`src/rtl/vreg_row_scheduler_pkg.sv`:
```
// Shared constants and state encoding for the vertical-register row scheduler.
// Holds the kernel-size limit, the vertical-register return latency and the kernel clamp helper.
package vreg_row_scheduler_pkg;

    localparam int VR_KERNEL_SIZE = 3;
    localparam int VR_PIPE_DEPTH  = 3;

    typedef enum logic [2:0] {
        ST_IDLE    = 3'd0,
        ST_FILL    = 3'd1,
        ST_WAIT    = 3'd2,
        ST_PRESENT = 3'd3,
        ST_SLIDE   = 3'd4,
        ST_FINISH  = 3'd5
    } state_e;

    // Kernel of 0 means 1; anything above the register depth is clamped to it.
    function automatic logic [7:0] clamp_kernel(input logic [7:0] k, input int unsigned kmax);
        logic [7:0] res;
        if (k == 8'd0) begin
            res = 8'd1;
        end else if (32'(k) > kmax) begin
            res = 8'(kmax);
        end else begin
            res = k;
        end
        return res;
    endfunction

endpackage

```
`src/rtl/vreg_row_scheduler_done_counter.sv`:
```
// Counts vr_shift_done returns and flags the pulse that brings the count up to the expected value.
// The count clears itself on that pulse so the next wait starts from zero.
module vreg_done_counter #(
    parameter int CNT_W = 2
) (
    input  logic             clk,
    input  logic             rst,
    input  logic             clear,
    input  logic             inc,
    input  logic [CNT_W-1:0] expected,
    output logic             hit
);

    logic [CNT_W-1:0] count;
    logic [CNT_W-1:0] count_inc;

    assign count_inc = count + CNT_W'(inc);
    assign hit       = inc && (count_inc == expected);

    always_ff @(posedge clk or negedge rst) begin
        if (!rst) begin
            count <= '0;
        end else if (clear || hit) begin
            count <= '0;
        end else if (inc) begin
            count <= count_inc;
        end
    end

endmodule

```
`src/rtl/vreg_row_scheduler.sv`:
```
// Streams feature rows from the ping-pong line buffers into the vertical register and presents
// each completed KxK window to the select array, sliding one row per accepted window.
module vreg_row_scheduler
    import vreg_row_scheduler_pkg::*;
#(
    parameter int KERNEL_SIZE = VR_KERNEL_SIZE,
    parameter int ADDR_WIDTH  = 10,
    parameter int ROW_WIDTH   = 8
) (
    input  logic                  clk,
    input  logic                  rst,
    input  logic                  start,
    input  logic [7:0]            cfg_kernel_size,
    input  logic [ROW_WIDTH-1:0]  cfg_num_rows,
    input  logic [ADDR_WIDTH-1:0] cfg_base_addr_0,
    input  logic [ADDR_WIDTH-1:0] cfg_base_addr_1,
    output logic                  vr_enable,
    output logic                  vr_in_select,
    output logic [ADDR_WIDTH-1:0] vr_rd_addr,
    input  logic                  vr_shift_done,
    output logic                  win_valid,
    input  logic                  win_ready,
    output logic                  busy,
    output logic                  done,
    output logic                  err
);

    // Never more returns in flight than the larger of kernel depth and register latency.
    localparam int MAX_PEND = (KERNEL_SIZE > VR_PIPE_DEPTH) ? KERNEL_SIZE : VR_PIPE_DEPTH;
    localparam int CNT_W    = $clog2(MAX_PEND + 1);

    state_e                state;
    state_e                state_nxt;
    logic [ROW_WIDTH-1:0]  row_idx;
    logic [ROW_WIDTH-1:0]  row_idx_nxt;
    logic [CNT_W-1:0]      expected;
    logic [CNT_W-1:0]      expected_nxt;
    logic                  err_flag;
    logic                  err_flag_nxt;
    logic [ROW_WIDTH-1:0]  k_q;
    logic [ROW_WIDTH-1:0]  r_q;
    logic [ADDR_WIDTH-1:0] base0_q;
    logic [ADDR_WIDTH-1:0] base1_q;
    logic [ROW_WIDTH-1:0]  k_start;
    logic                  issue;
    logic [ROW_WIDTH-1:0]  issue_row;
    logic [ADDR_WIDTH-1:0] issue_base0;
    logic [ADDR_WIDTH-1:0] issue_base1;
    logic                  cnt_clear;
    logic                  cnt_inc;
    logic                  cnt_hit;

    function automatic logic [ADDR_WIDTH-1:0] row_addr(input logic [ROW_WIDTH-1:0]  row,
                                                       input logic [ADDR_WIDTH-1:0] b0,
                                                       input logic [ADDR_WIDTH-1:0] b1);
        logic [ROW_WIDTH-1:0] half;
        half = row >> 1;
        return (row[0] ? b1 : b0) + ADDR_WIDTH'(half);
    endfunction

    assign k_start = ROW_WIDTH'(clamp_kernel(cfg_kernel_size, KERNEL_SIZE));

    // The first row is issued in the same cycle start is taken, before the cfg registers load.
    assign issue_base0 = (state == ST_IDLE) ? cfg_base_addr_0 : base0_q;
    assign issue_base1 = (state == ST_IDLE) ? cfg_base_addr_1 : base1_q;

    assign cnt_inc = vr_shift_done && (state == ST_WAIT);

    vreg_done_counter #(
        .CNT_W (CNT_W)
    ) u_done_cnt (
        .clk      (clk),
        .rst      (rst),
        .clear    (cnt_clear),
        .inc      (cnt_inc),
        .expected (expected),
        .hit      (cnt_hit)
    );

    always_comb begin
        state_nxt    = state;
        row_idx_nxt  = row_idx;
        expected_nxt = expected;
        err_flag_nxt = err_flag;
        issue        = 1'b0;
        issue_row    = row_idx;
        cnt_clear    = 1'b0;
        case (state)
            ST_IDLE: begin
                if (start) begin
                    cnt_clear   = 1'b1;
                    row_idx_nxt = '0;
                    if (cfg_num_rows < k_start) begin
                        err_flag_nxt = 1'b1;
                        state_nxt    = ST_FINISH;
                    end else begin
                        err_flag_nxt = 1'b0;
                        issue        = 1'b1;
                        issue_row    = '0;
                        row_idx_nxt  = ROW_WIDTH'(1);
                        state_nxt    = ST_FILL;
                    end
                end
            end
            ST_FILL: begin
                // row_idx counts rows already issued, so K issued means the fill is complete.
                if (row_idx == k_q) begin
                    expected_nxt = CNT_W'(k_q);
                    state_nxt    = ST_WAIT;
                end else begin
                    issue       = 1'b1;
                    row_idx_nxt = row_idx + ROW_WIDTH'(1);
                end
            end
            ST_WAIT: begin
                if (cnt_hit) begin
                    state_nxt = ST_PRESENT;
                end
            end
            ST_PRESENT: begin
                if (win_ready) begin
                    if (row_idx == r_q) begin
                        state_nxt = ST_FINISH;
                    end else begin
                        issue       = 1'b1;
                        row_idx_nxt = row_idx + ROW_WIDTH'(1);
                        state_nxt   = ST_SLIDE;
                    end
                end
            end
            ST_SLIDE: begin
                expected_nxt = CNT_W'(1);
                state_nxt    = ST_WAIT;
            end
            ST_FINISH: begin
                state_nxt = ST_IDLE;
            end
            default: begin
                state_nxt = ST_IDLE;
            end
        endcase
    end

    always_ff @(posedge clk or negedge rst) begin
        if (!rst) begin
            state        <= ST_IDLE;
            row_idx      <= '0;
            expected     <= '0;
            err_flag     <= 1'b0;
            vr_enable    <= 1'b0;
            vr_in_select <= 1'b0;
            vr_rd_addr   <= '0;
            win_valid    <= 1'b0;
            busy         <= 1'b0;
            done         <= 1'b0;
            err          <= 1'b0;
        end else begin
            state     <= state_nxt;
            row_idx   <= row_idx_nxt;
            expected  <= expected_nxt;
            err_flag  <= err_flag_nxt;
            vr_enable <= issue;
            if (issue) begin
                vr_in_select <= issue_row[0];
                vr_rd_addr   <= row_addr(issue_row, issue_base0, issue_base1);
            end
            win_valid <= (state_nxt == ST_PRESENT);
            busy      <= (state_nxt != ST_IDLE);
            done      <= (state == ST_FINISH);
            err       <= (state == ST_FINISH) && err_flag;
        end
    end

    // Run configuration is held only while a run is in flight; it needs no reset.
    always_ff @(posedge clk) begin
        if ((state == ST_IDLE) && start) begin
            k_q     <= k_start;
            r_q     <= cfg_num_rows;
            base0_q <= cfg_base_addr_0;
            base1_q <= cfg_base_addr_1;
        end
    end

endmodule

```
`config.mk`:
```
export PLATFORM = sky130hd
export DESIGN_NAME = vreg_row_scheduler
export DESIGN_NICKNAME = d
export VERILOG_FILES = /design/src/rtl/vreg_row_scheduler_pkg.sv /design/src/rtl/vreg_row_scheduler_done_counter.sv /design/src/rtl/vreg_row_scheduler.sv
export SDC_FILE = /design/constraint.sdc
export NUM_CORES = 1
export LEC_CHECK = 0
export CORE_ASPECT_RATIO = 0.6
export CORE_MARGIN = 4
export CORE_UTILIZATION = 35
export CTS_CLUSTER_DIAMETER = 150
export DETAILED_ROUTE_END_ITERATION = 8
export HOLD_SLACK_MARGIN = 0.08
export SLEW_MARGIN = 0
export SYNTH_ARGS = -nofsm -noshare
export SYNTH_HDL_FRONTEND = slang
export SYNTH_SLANG_ARGS = --single-unit
```
`constraint.sdc`:
```
create_clock -name clk -period 7.1 [get_ports clk]
set_clock_uncertainty 0.15 [all_clocks]
set_input_delay 0.71 -clock clk [delete_from_list [all_inputs] [get_ports clk]]
set_output_delay 0.71 -clock clk [all_outputs]
set_load 0.02 [all_outputs]
```
==> impl_metrics.ini <==
; implementation run metrics
[synthesis]
yosysTopAreaCell = sky130_fd_sc_hd__edfxtp_1
top_cell_area_share_pct = 30.5
syn-mean-instance-area_um2 = 12.0
synth_stat.cells = 297
numSynthFlops = 68
ys_seq_share_pct = 53.0
most_common_cell = sky130_fd_sc_hd__edfxtp_1
synth_area_um2 = 3550

[cells_and_area]
design.final.nets = 421
mostFrequentLayoutCells = 56 x sky130_fd_sc_hd__clkdlybuf4s50_1, 36 x sky130_fd_sc_hd__edfxtp_1, 32 x sky130_fd_sc_hd__dfrtp_1
area.growth.synth_to_final_pct = 29.3
drive_above_1_share_pct = 8.15
n_fill_cell = 922

[cts]
resized_cells_post_cts = 0
clockBufferDepth = 2
worst_setup_hold_path_clk_slew_ps = 50
clock_tree_from_tritoncts = built

[timing]
max_freq_mhz = 199
setup-violations-final = 0
period_minus_slack_ps = 5030
final_max_slew_viol_count = 0

[setup_path]
worst-endpoint-required_ps = 7160
critPathMaxStageDelay_ps = 470
reg2reg_from = state[1]$_DFF_PN0_
r2r_cells = 13
crit-reg2reg-capture = vr_rd_addr[8]$_DFFE_PN0P_
timing.critical_path.slowest_stage_cell = sky130_fd_sc_hd__nor4_1
critical_path.startpoint = cfg_kernel_size[7]
endpoint = vr_rd_addr[8]$_DFFE_PN0P_

[min_path]
timing.hold.worst_endpoint = err_flag$_DFFE_PN0P_
hold-path-cell-count = 2
hold_path.startpoint = err_flag$_DFFE_PN0P_

[power_and_ir_drop]
total_power_mw = 1.78
worst_ir_drop_vdd_mv = 0.138

[global_route]
global_route_wire_length_before_repair_mm = 12.6
grt_max_degree = 36
grt_pass1_vias = 2439
gr-total-overflow = 0

[outcome]
outcome = complete, no violations

[detailed_routing]
drt_pass1_iterations = 4
route.detailed.wl_per_inst_um = 15.2

[job]
stage_log_warnings = 26
maxCapViolations = 0

[place]
post_detailed_placement_cell_area_um2 = 4270

[floorplanning]
design.die.area_um2 = 11900
[cell type report]
cell class / count / area, um^2 / share of cell area [%]
clock inverters: 5 / 75.1 / 1.64
clock buffers: 11 / 243 / 5.29
multi-input cells: 216 / 1610 / 35.0
flip-flops and latches: 68 / 1880 / 41.0
well taps: 135 / 169 / 3.68
repair buffers: 58 / 576 / 12.5
inverters: 10 / 37.5 / 0.818
[sequential cells by signal, summed over array words and instances (netlist names)]
register          cells
base0_q              10
base1_q              10
busy                  1
done                  1
err                   1
err_flag              1
expected              2
k_q                   8
r_q                   8
row_idx               8
state                 3
u_done_cnt.count      2
vr_enable             1
vr_in_select          1
vr_rd_addr           10
win_valid             1
[layer usage]
metal / vias to the layer above / track usage, % / wire, um
met4: 0 / 3.77 / 91
met5: - / 0 / 0
met3: 8 / 5.46 / 520
li1: 1205 / - / -
met2: 79 / 17.3 / 2900
met1: 1176 / 20.9 / 4140
[metrics by stage]
| stage | hold WS, ps | setup slack [ps] |
|---|---|---|
| after floorplan | 264 | 2630 |
| after global placement | 302 | 1870 |
| after detailed placement | 320 | 1730 |
| after CTS | 334 | 2070 |
| after global routing | 360 | 1700 |
| final | 336 | 2070 |
[power by group]
part           total (mW)  switching, mW  internal (mW)
Clock               0.475          0.160          0.315
Combinational       0.689          0.374          0.315
Sequential          0.617         0.0806          0.536
[kinds of logic (layout without fill, tap and decap cells)]
logic type / after synthesis / after routing / share of synthesized area [%]
other: 2 / 12 / 0.212
adders and majority gates: 17 / 17 / 6.20
muxes: 14 / 14 / 7.19
buffers and inverters: 23 / 84 / 2.78
AOI/OAI and AO/OA: 52 / 52 / 10.4
DFF: 68 / 68 / 53.0
xor gates and xnor gates: 32 / 32 / 7.90
and+or+nand+nor: 89 / 89 / 12.3
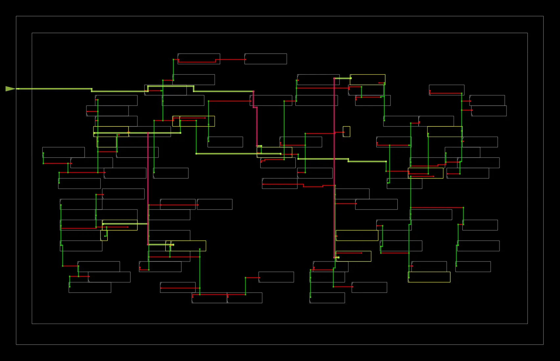
Fig. 1. Clock nets.
CTS Buf Count: 9
P_clk: 475 uW
total number of clock tree sinks: 68

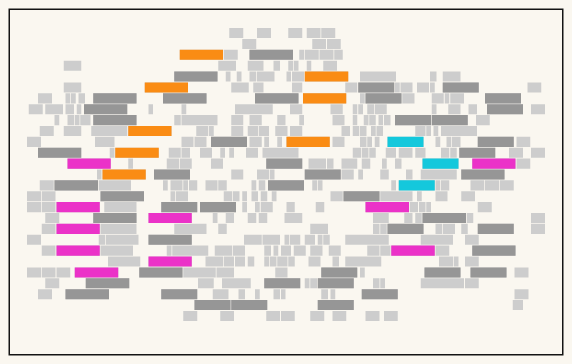
Fig. 2. Sequential cells grouped by signal name.
Drawn at 4 px/um.
Key: base0_q = magenta [sequential cells 10]; k_q = orange [sequential cells 8]; state = cyan [sequential cells 3]
Another 47 sequential cells are not colored.
power in sequential cells: 617 uW
Seq. cell area: 1880 um^2
share of the core filled with cells: 46.4%
Seq/total area: 41.0%

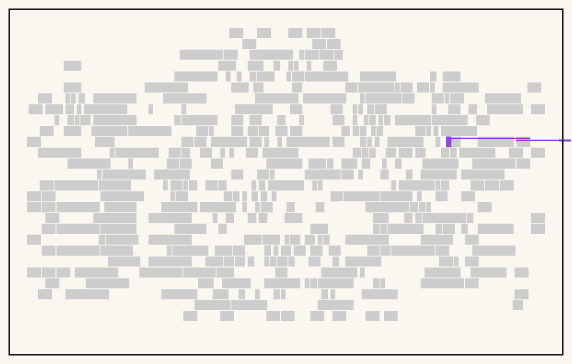
Fig. 3. Wires at chosen ports, followed through buffers.
Drawn at 4 px/um.
Key: win_ready = purple [bits 1, direction input, edge east, end cells 1, buffers 1, wire 31.4 um]
Boundary Pins: 57
quantity of I/O buffers inserted on ports: 56

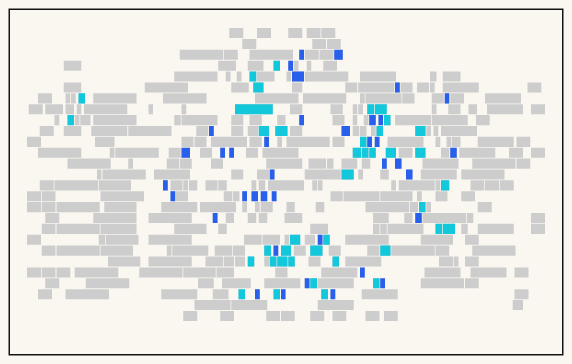
Fig. 4. Gate families picked out.
Drawn at 4 px/um.
Key: nor cells = blue [cells 38, most used nor2_1]; aoi and oai cells = cyan [cells 40, most used a21oi_1]
Comb/total area: 35.0%
Final Non-Filler Cells: 503

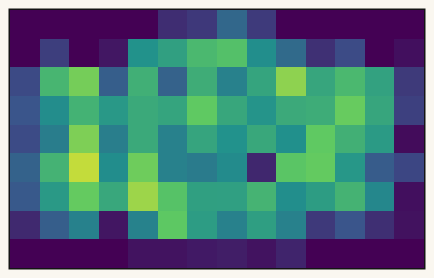
Fig. 5. Local utilization.
Drawn at 3 px/um. The die is cut into 14 by 9 equal tiles; dark purple is low, yellow is high, 0 to 100% covered.
The mean over all tiles is 37%. 17% of the tiles are nearly empty. The fullest tile reaches 91%.
Pre-Place Util: 35.9%
placeable core region: 9880 um^2

Power is estimated from default activity; no workload was simulated.
